$ cat src/rtl/coax_link_sequencer_pkg.sv
// Shared encodings for the coax half-duplex line sequencer:
// sequencer states, completion status codes, sizing helper.
package coax_pkg;

    typedef enum logic [2:0] {
        ST_IDLE,
        ST_TX_KICK,
        ST_TX_ARM,
        ST_TX_WAIT,
        ST_TURNAROUND,
        ST_RX_WAIT,
        ST_RX_RECV,
        ST_DONE
    } state_t;

    localparam logic [1:0] STATUS_OK          = 2'd0;
    localparam logic [1:0] STATUS_NO_RESPONSE = 2'd1;
    localparam logic [1:0] STATUS_RX_ERROR    = 2'd2;
    localparam logic [1:0] STATUS_TX_FAULT    = 2'd3;

    function automatic int max3(input int a, input int b, input int c);
        int m;
        m = (a > b) ? a : b;
        return (m > c) ? m : c;
    endfunction

endpackage

$ cat src/rtl/coax_link_sequencer_if.sv
// Control + TX/RX handshake bundle around the line sequencer.
// slave = sequencer side, master = control/datapath side.
interface coax_link_sequencer_if;

    logic       start;
    logic       expect_response;
    logic       abort;
    logic       busy;
    logic       done;
    logic [1:0] status;
    logic       tx_start;
    logic       tx_active;
    logic       rx_enable;
    logic       rx_reset;
    logic       rx_active;
    logic       rx_error;

    modport slave (
        input  start, expect_response, abort,
        input  tx_active, rx_active, rx_error,
        output busy, done, status,
        output tx_start, rx_enable, rx_reset
    );

    modport master (
        output start, expect_response, abort,
        output tx_active, rx_active, rx_error,
        input  busy, done, status,
        input  tx_start, rx_enable, rx_reset
    );

endinterface

$ cat src/rtl/coax_link_sequencer_bit_timer.sv
// Loadable down-counter shared by the TX-start, turnaround and
// response timeouts; flags zero now and zero on the next cycle.
module bit_timer #(
    parameter int W = 8
) (
    input  logic         clk,
    input  logic         reset_n,
    input  logic         i_load,
    input  logic [W-1:0] i_value,
    output logic         o_tc,
    output logic         o_tc_next
);

    localparam logic [W-1:0] ONE = W'(1);

    logic [W-1:0] r_count;

    // Load wins; otherwise count down and park at zero.
    always_ff @(posedge clk or negedge reset_n) begin
        if (!reset_n) begin
            r_count <= '0;
        end else if (i_load) begin
            r_count <= i_value;
        end else if (r_count != '0) begin
            r_count <= r_count - ONE;
        end
    end

    assign o_tc      = (r_count == '0);
    assign o_tc_next = i_load ? (i_value == '0) : (r_count <= ONE);

endmodule

$ cat src/rtl/coax_link_sequencer.sv
// Half-duplex coax line sequencer: TX kick, TX drain, turnaround
// gap, RX reset/enable, then response wait with timeouts.
module coax_link_sequencer
    import coax_pkg::*;
#(
    parameter int CLOCKS_PER_BIT        = 16,
    parameter int TURNAROUND_BITS       = 4,
    parameter int RESPONSE_TIMEOUT_BITS = 64,
    parameter int TX_START_TIMEOUT_BITS = 4
) (
    input  logic                clk,
    input  logic                reset_n,
    coax_link_sequencer_if.slave bus
);

    localparam int TA_CYC  = TURNAROUND_BITS * CLOCKS_PER_BIT;
    localparam int RSP_CYC = RESPONSE_TIMEOUT_BITS * CLOCKS_PER_BIT;
    localparam int TXS_CYC = TX_START_TIMEOUT_BITS * CLOCKS_PER_BIT;
    localparam int CW = $clog2(max3(TA_CYC, RSP_CYC, TXS_CYC)) + 1;

    localparam logic [CW-1:0] TA_LOAD  = CW'(TA_CYC - 1);
    localparam logic [CW-1:0] RSP_LOAD = CW'(RSP_CYC - 1);
    localparam logic [CW-1:0] TXS_LOAD = CW'(TXS_CYC - 1);

    state_t          r_state;
    logic [1:0]      r_status;
    logic            r_expect;
    logic            r_tx_act;
    logic            r_busy;
    logic            r_done;
    logic            r_tx_start;
    logic            r_rx_enable;
    logic            r_rx_reset;

    state_t          w_state_next;
    logic [1:0]      w_status_next;
    logic            w_load;
    logic [CW-1:0]   w_load_val;
    logic            w_tc;
    logic            w_tc_next;
    logic            w_rx_en_next;

    bit_timer #(.W(CW)) u_timer (
        .clk       (clk),
        .reset_n   (reset_n),
        .i_load    (w_load),
        .i_value   (w_load_val),
        .o_tc      (w_tc),
        .o_tc_next (w_tc_next)
    );

    // Next state, status update and timer loads; abort overrides all
    // states that own the line.
    always_comb begin
        w_state_next  = r_state;
        w_status_next = r_status;
        w_load        = 1'b0;
        w_load_val    = '0;
        if (bus.abort && r_state != ST_IDLE && r_state != ST_DONE) begin
            w_state_next  = ST_DONE;
            w_status_next = STATUS_TX_FAULT;
        end else begin
            unique case (r_state)
                ST_IDLE: begin
                    if (bus.start) w_state_next = ST_TX_KICK;
                end
                ST_TX_KICK: begin
                    w_state_next = ST_TX_ARM;
                    w_load       = 1'b1;
                    w_load_val   = TXS_LOAD;
                end
                ST_TX_ARM: begin
                    if (r_tx_act) begin
                        w_state_next = ST_TX_WAIT;
                    end else if (w_tc) begin
                        w_state_next  = ST_DONE;
                        w_status_next = STATUS_TX_FAULT;
                    end
                end
                ST_TX_WAIT: begin
                    if (!r_tx_act) begin
                        if (!r_expect) begin
                            w_state_next  = ST_DONE;
                            w_status_next = STATUS_OK;
                        end else begin
                            w_state_next = ST_TURNAROUND;
                            w_load       = 1'b1;
                            w_load_val   = TA_LOAD;
                        end
                    end
                end
                ST_TURNAROUND: begin
                    if (w_tc) begin
                        w_state_next = ST_RX_WAIT;
                        w_load       = 1'b1;
                        w_load_val   = RSP_LOAD;
                    end
                end
                ST_RX_WAIT: begin
                    if (bus.rx_error) begin
                        w_state_next  = ST_DONE;
                        w_status_next = STATUS_RX_ERROR;
                    end else if (bus.rx_active) begin
                        w_state_next = ST_RX_RECV;
                    end else if (w_tc) begin
                        w_state_next  = ST_DONE;
                        w_status_next = STATUS_NO_RESPONSE;
                    end
                end
                ST_RX_RECV: begin
                    if (bus.rx_error) begin
                        w_state_next  = ST_DONE;
                        w_status_next = STATUS_RX_ERROR;
                    end else if (!bus.rx_active) begin
                        w_state_next  = ST_DONE;
                        w_status_next = STATUS_OK;
                    end
                end
                ST_DONE: begin
                    w_state_next = ST_IDLE;
                end
                default: begin
                    w_state_next = ST_IDLE;
                end
            endcase
        end
        w_rx_en_next = (w_state_next inside
                        {ST_IDLE, ST_RX_WAIT, ST_RX_RECV, ST_DONE});
    end

    // State register; outputs are registered from the next state so
    // they line up with the state they describe.
    always_ff @(posedge clk or negedge reset_n) begin
        if (!reset_n) begin
            r_state     <= ST_IDLE;
            r_status    <= STATUS_OK;
            r_expect    <= 1'b0;
            r_tx_act    <= 1'b0;
            r_busy      <= 1'b0;
            r_done      <= 1'b0;
            r_tx_start  <= 1'b0;
            r_rx_enable <= 1'b1;
            r_rx_reset  <= 1'b0;
        end else begin
            r_state     <= w_state_next;
            r_status    <= w_status_next;
            r_tx_act    <= bus.tx_active;
            if (r_state == ST_IDLE && bus.start) begin
                r_expect <= bus.expect_response;
            end
            r_busy      <= (w_state_next != ST_IDLE);
            r_done      <= (w_state_next == ST_DONE);
            r_tx_start  <= (w_state_next == ST_TX_KICK);
            r_rx_enable <= w_rx_en_next;
            r_rx_reset  <= (w_state_next == ST_TURNAROUND) && w_tc_next;
        end
    end

    assign bus.busy      = r_busy;
    assign bus.done      = r_done;
    assign bus.status    = r_status;
    assign bus.tx_start  = r_tx_start;
    assign bus.rx_enable = r_rx_enable;
    assign bus.rx_reset  = r_rx_reset;

endmodule
$ cat src/flat_wrapper.sv
// flat-port wrapper written by rule: the top's interface ports become plain ports
module coax_link_sequencer_flat import coax_pkg::*;
#(
    parameter int CLOCKS_PER_BIT        = 16,
    parameter int TURNAROUND_BITS       = 4,
    parameter int RESPONSE_TIMEOUT_BITS = 64,
    parameter int TX_START_TIMEOUT_BITS = 4
)
  (clk, reset_n, bus_start, bus_expect_response, bus_abort, bus_tx_active, bus_rx_active, bus_rx_error, bus_busy, bus_done, bus_status, bus_tx_start, bus_rx_enable, bus_rx_reset);
  coax_link_sequencer_if bus_i ();
  input  logic clk;
  input  logic reset_n;
  input wire logic [$bits(bus_i.start)-1:0] bus_start;
  input wire logic [$bits(bus_i.expect_response)-1:0] bus_expect_response;
  input wire logic [$bits(bus_i.abort)-1:0] bus_abort;
  input wire logic [$bits(bus_i.tx_active)-1:0] bus_tx_active;
  input wire logic [$bits(bus_i.rx_active)-1:0] bus_rx_active;
  input wire logic [$bits(bus_i.rx_error)-1:0] bus_rx_error;
  output wire logic [$bits(bus_i.busy)-1:0] bus_busy;
  output wire logic [$bits(bus_i.done)-1:0] bus_done;
  output wire logic [$bits(bus_i.status)-1:0] bus_status;
  output wire logic [$bits(bus_i.tx_start)-1:0] bus_tx_start;
  output wire logic [$bits(bus_i.rx_enable)-1:0] bus_rx_enable;
  output wire logic [$bits(bus_i.rx_reset)-1:0] bus_rx_reset;
  assign bus_i.start = bus_start;
  assign bus_i.expect_response = bus_expect_response;
  assign bus_i.abort = bus_abort;
  assign bus_i.tx_active = bus_tx_active;
  assign bus_i.rx_active = bus_rx_active;
  assign bus_i.rx_error = bus_rx_error;
  assign bus_busy = bus_i.busy;
  assign bus_done = bus_i.done;
  assign bus_status = bus_i.status;
  assign bus_tx_start = bus_i.tx_start;
  assign bus_rx_enable = bus_i.rx_enable;
  assign bus_rx_reset = bus_i.rx_reset;
  coax_link_sequencer #(.CLOCKS_PER_BIT(CLOCKS_PER_BIT), .TURNAROUND_BITS(TURNAROUND_BITS), .RESPONSE_TIMEOUT_BITS(RESPONSE_TIMEOUT_BITS), .TX_START_TIMEOUT_BITS(TX_START_TIMEOUT_BITS)) u_core (.clk(clk), .reset_n(reset_n), .bus(bus_i));
endmodule
$ cat config.mk
export PLATFORM = sky130hd
export DESIGN_NAME = coax_link_sequencer_flat
export DESIGN_NICKNAME = d
export VERILOG_FILES = /design/src/rtl/coax_link_sequencer_pkg.sv /design/src/rtl/coax_link_sequencer_if.sv /design/src/rtl/coax_link_sequencer_bit_timer.sv /design/src/rtl/coax_link_sequencer.sv /design/src/flat_wrapper.sv
export SDC_FILE = /design/constraint.sdc
export NUM_CORES = 1
export LEC_CHECK = 0
export CORE_MARGIN = 2
export CORE_UTILIZATION = 50
export DETAILED_ROUTE_END_ITERATION = 16
export PLACE_DENSITY = 0.72
export SLEW_MARGIN = 20
export SYNTH_ARGS = -nofsm -noshare
export SYNTH_HDL_FRONTEND = slang
export SYNTH_HIERARCHICAL = 1
export SYNTH_SLANG_ARGS = --single-unit
$ cat constraint.sdc
create_clock -name clk -period 4.5 [get_ports clk]
set_input_delay 0.675 -clock clk [delete_from_list [all_inputs] [get_ports clk]]
set_output_delay 0.675 -clock clk [all_outputs]
set_load 0.02 [all_outputs]
==> Changelog: implementation <==
### Implementation results

* Critical Path End Type: register
* Post-layout period usage of the worst path at 68.7%
* FILL cells at 252
* Max reg flops at 11
* Inst Count DP at 179
* Crit path time final at 3.09 ns
* Synth warn at 6
* Slew Limit Headroom at 63.4%
* Met2 Use GR at 25.2%
* Pin count of the biggest net entering global routing at 24
* Ant diodes at 0
* Fin. Hold Viols at 0
* Comb area leader: simple AND/OR/NAND/NOR gates
* Max Slew Vio Count at 0
* Outcome: finished clean
* I/O Pins at 15
* CTS root buf: clkbuf_4
* Final setup fails at 0
* Post-synth EDFFs at 0
* Switching share of total power at 42.6%
* Number of non-filler instances in the completed layout at 183
* Hpwl dp at 1940 um
* Reg2reg end: u_core/bus.rx_reset
* Vias in the first global route at 961
* PwrDens at 673 nW/um2
* Fin Hold WS at 0.311 ns
* Met3 wire length at 90 um
* Setup_tns at 0 ns
* # DRC at 0
how the worst max path moves through the flow:
| stage | from | endpoint | depth (start not counted) |
|---|---|---|---|
| floorplan | u_core/u_timer/r_count[0] | u_core/bus.rx_reset | 14 |
| global placement | u_core/u_timer/r_count[0] | u_core/bus.rx_reset | 12 |
| detailed placement | u_core/u_timer/r_count[0] | u_core/bus.rx_reset | 12 |
| CTS | u_core/u_timer/r_count[0] | u_core/bus.rx_reset | 12 |
| global route | u_core/u_timer/r_count[0] | u_core/bus.rx_reset | 12 |
| finish | u_core/u_timer/r_count[1] | u_core/bus.rx_reset | 12 |
layout make-up:
class                   instances  share of cell area, %
multi-input cells             104                   50.8
flip-flops and latches         23                   35.2
repair buffers                 15                   8.70
well taps                      31                   2.37
clock buffers                   4                   1.60
inverters                       6                   1.37
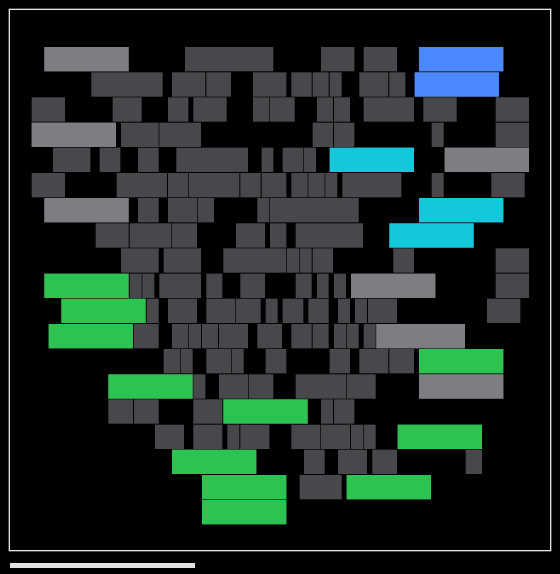
(images/ff_map.png)
Scale bar: 20 um. Other sequential cells in the stronger gray, the rest of the logic in the fainter gray.
blue -> `u_core/bus.status`  # placed flops 2
cyan -> `u_core/r_state`  # placed flops 3
green -> `u_core/u_timer/r_count`  # placed flops 11
flop share of the area: 35.2%
final core occ: 58.9%
P_seq: 0.000425 W
Flop area: 577 um2

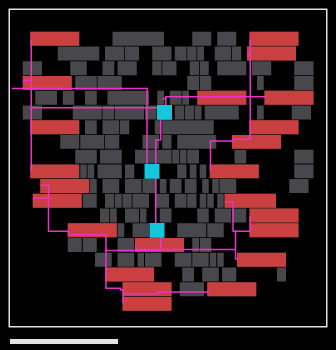
(images/clock_wires.png)
Scale bar: 20 um.
red -> flip-flops  # count 23
cyan -> clock-net drivers  # count 3
magenta -> clock wires  # length 274 um
routed clock nets = 4

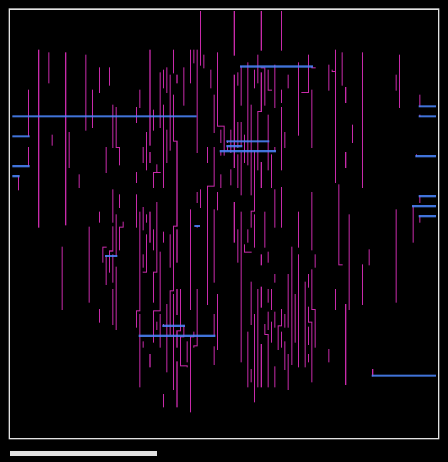
(images/layers.png)
Scale bar: 20 um. Two of the layers only.
blue -> M3  # wire length 90.8 um
magenta -> M2  # wire length 1140 um

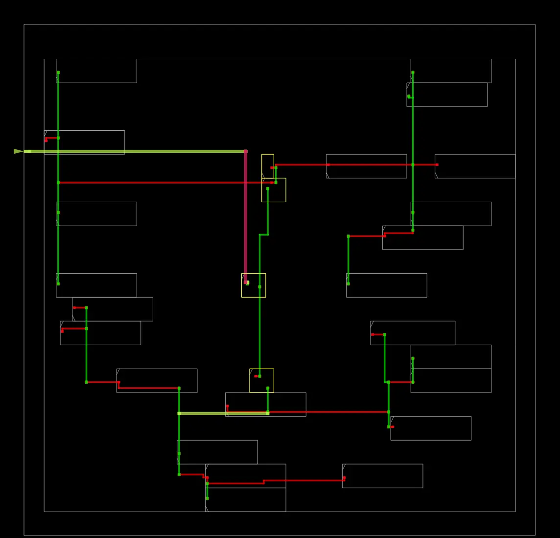
(images/clock_nets.png)
cts bufs inserted: 3
Clock Skew: 0.00261 ns
Power Clock: 0.0000943 W
Clock buffer cells: 4

Power and IR drop assume default switching activity.
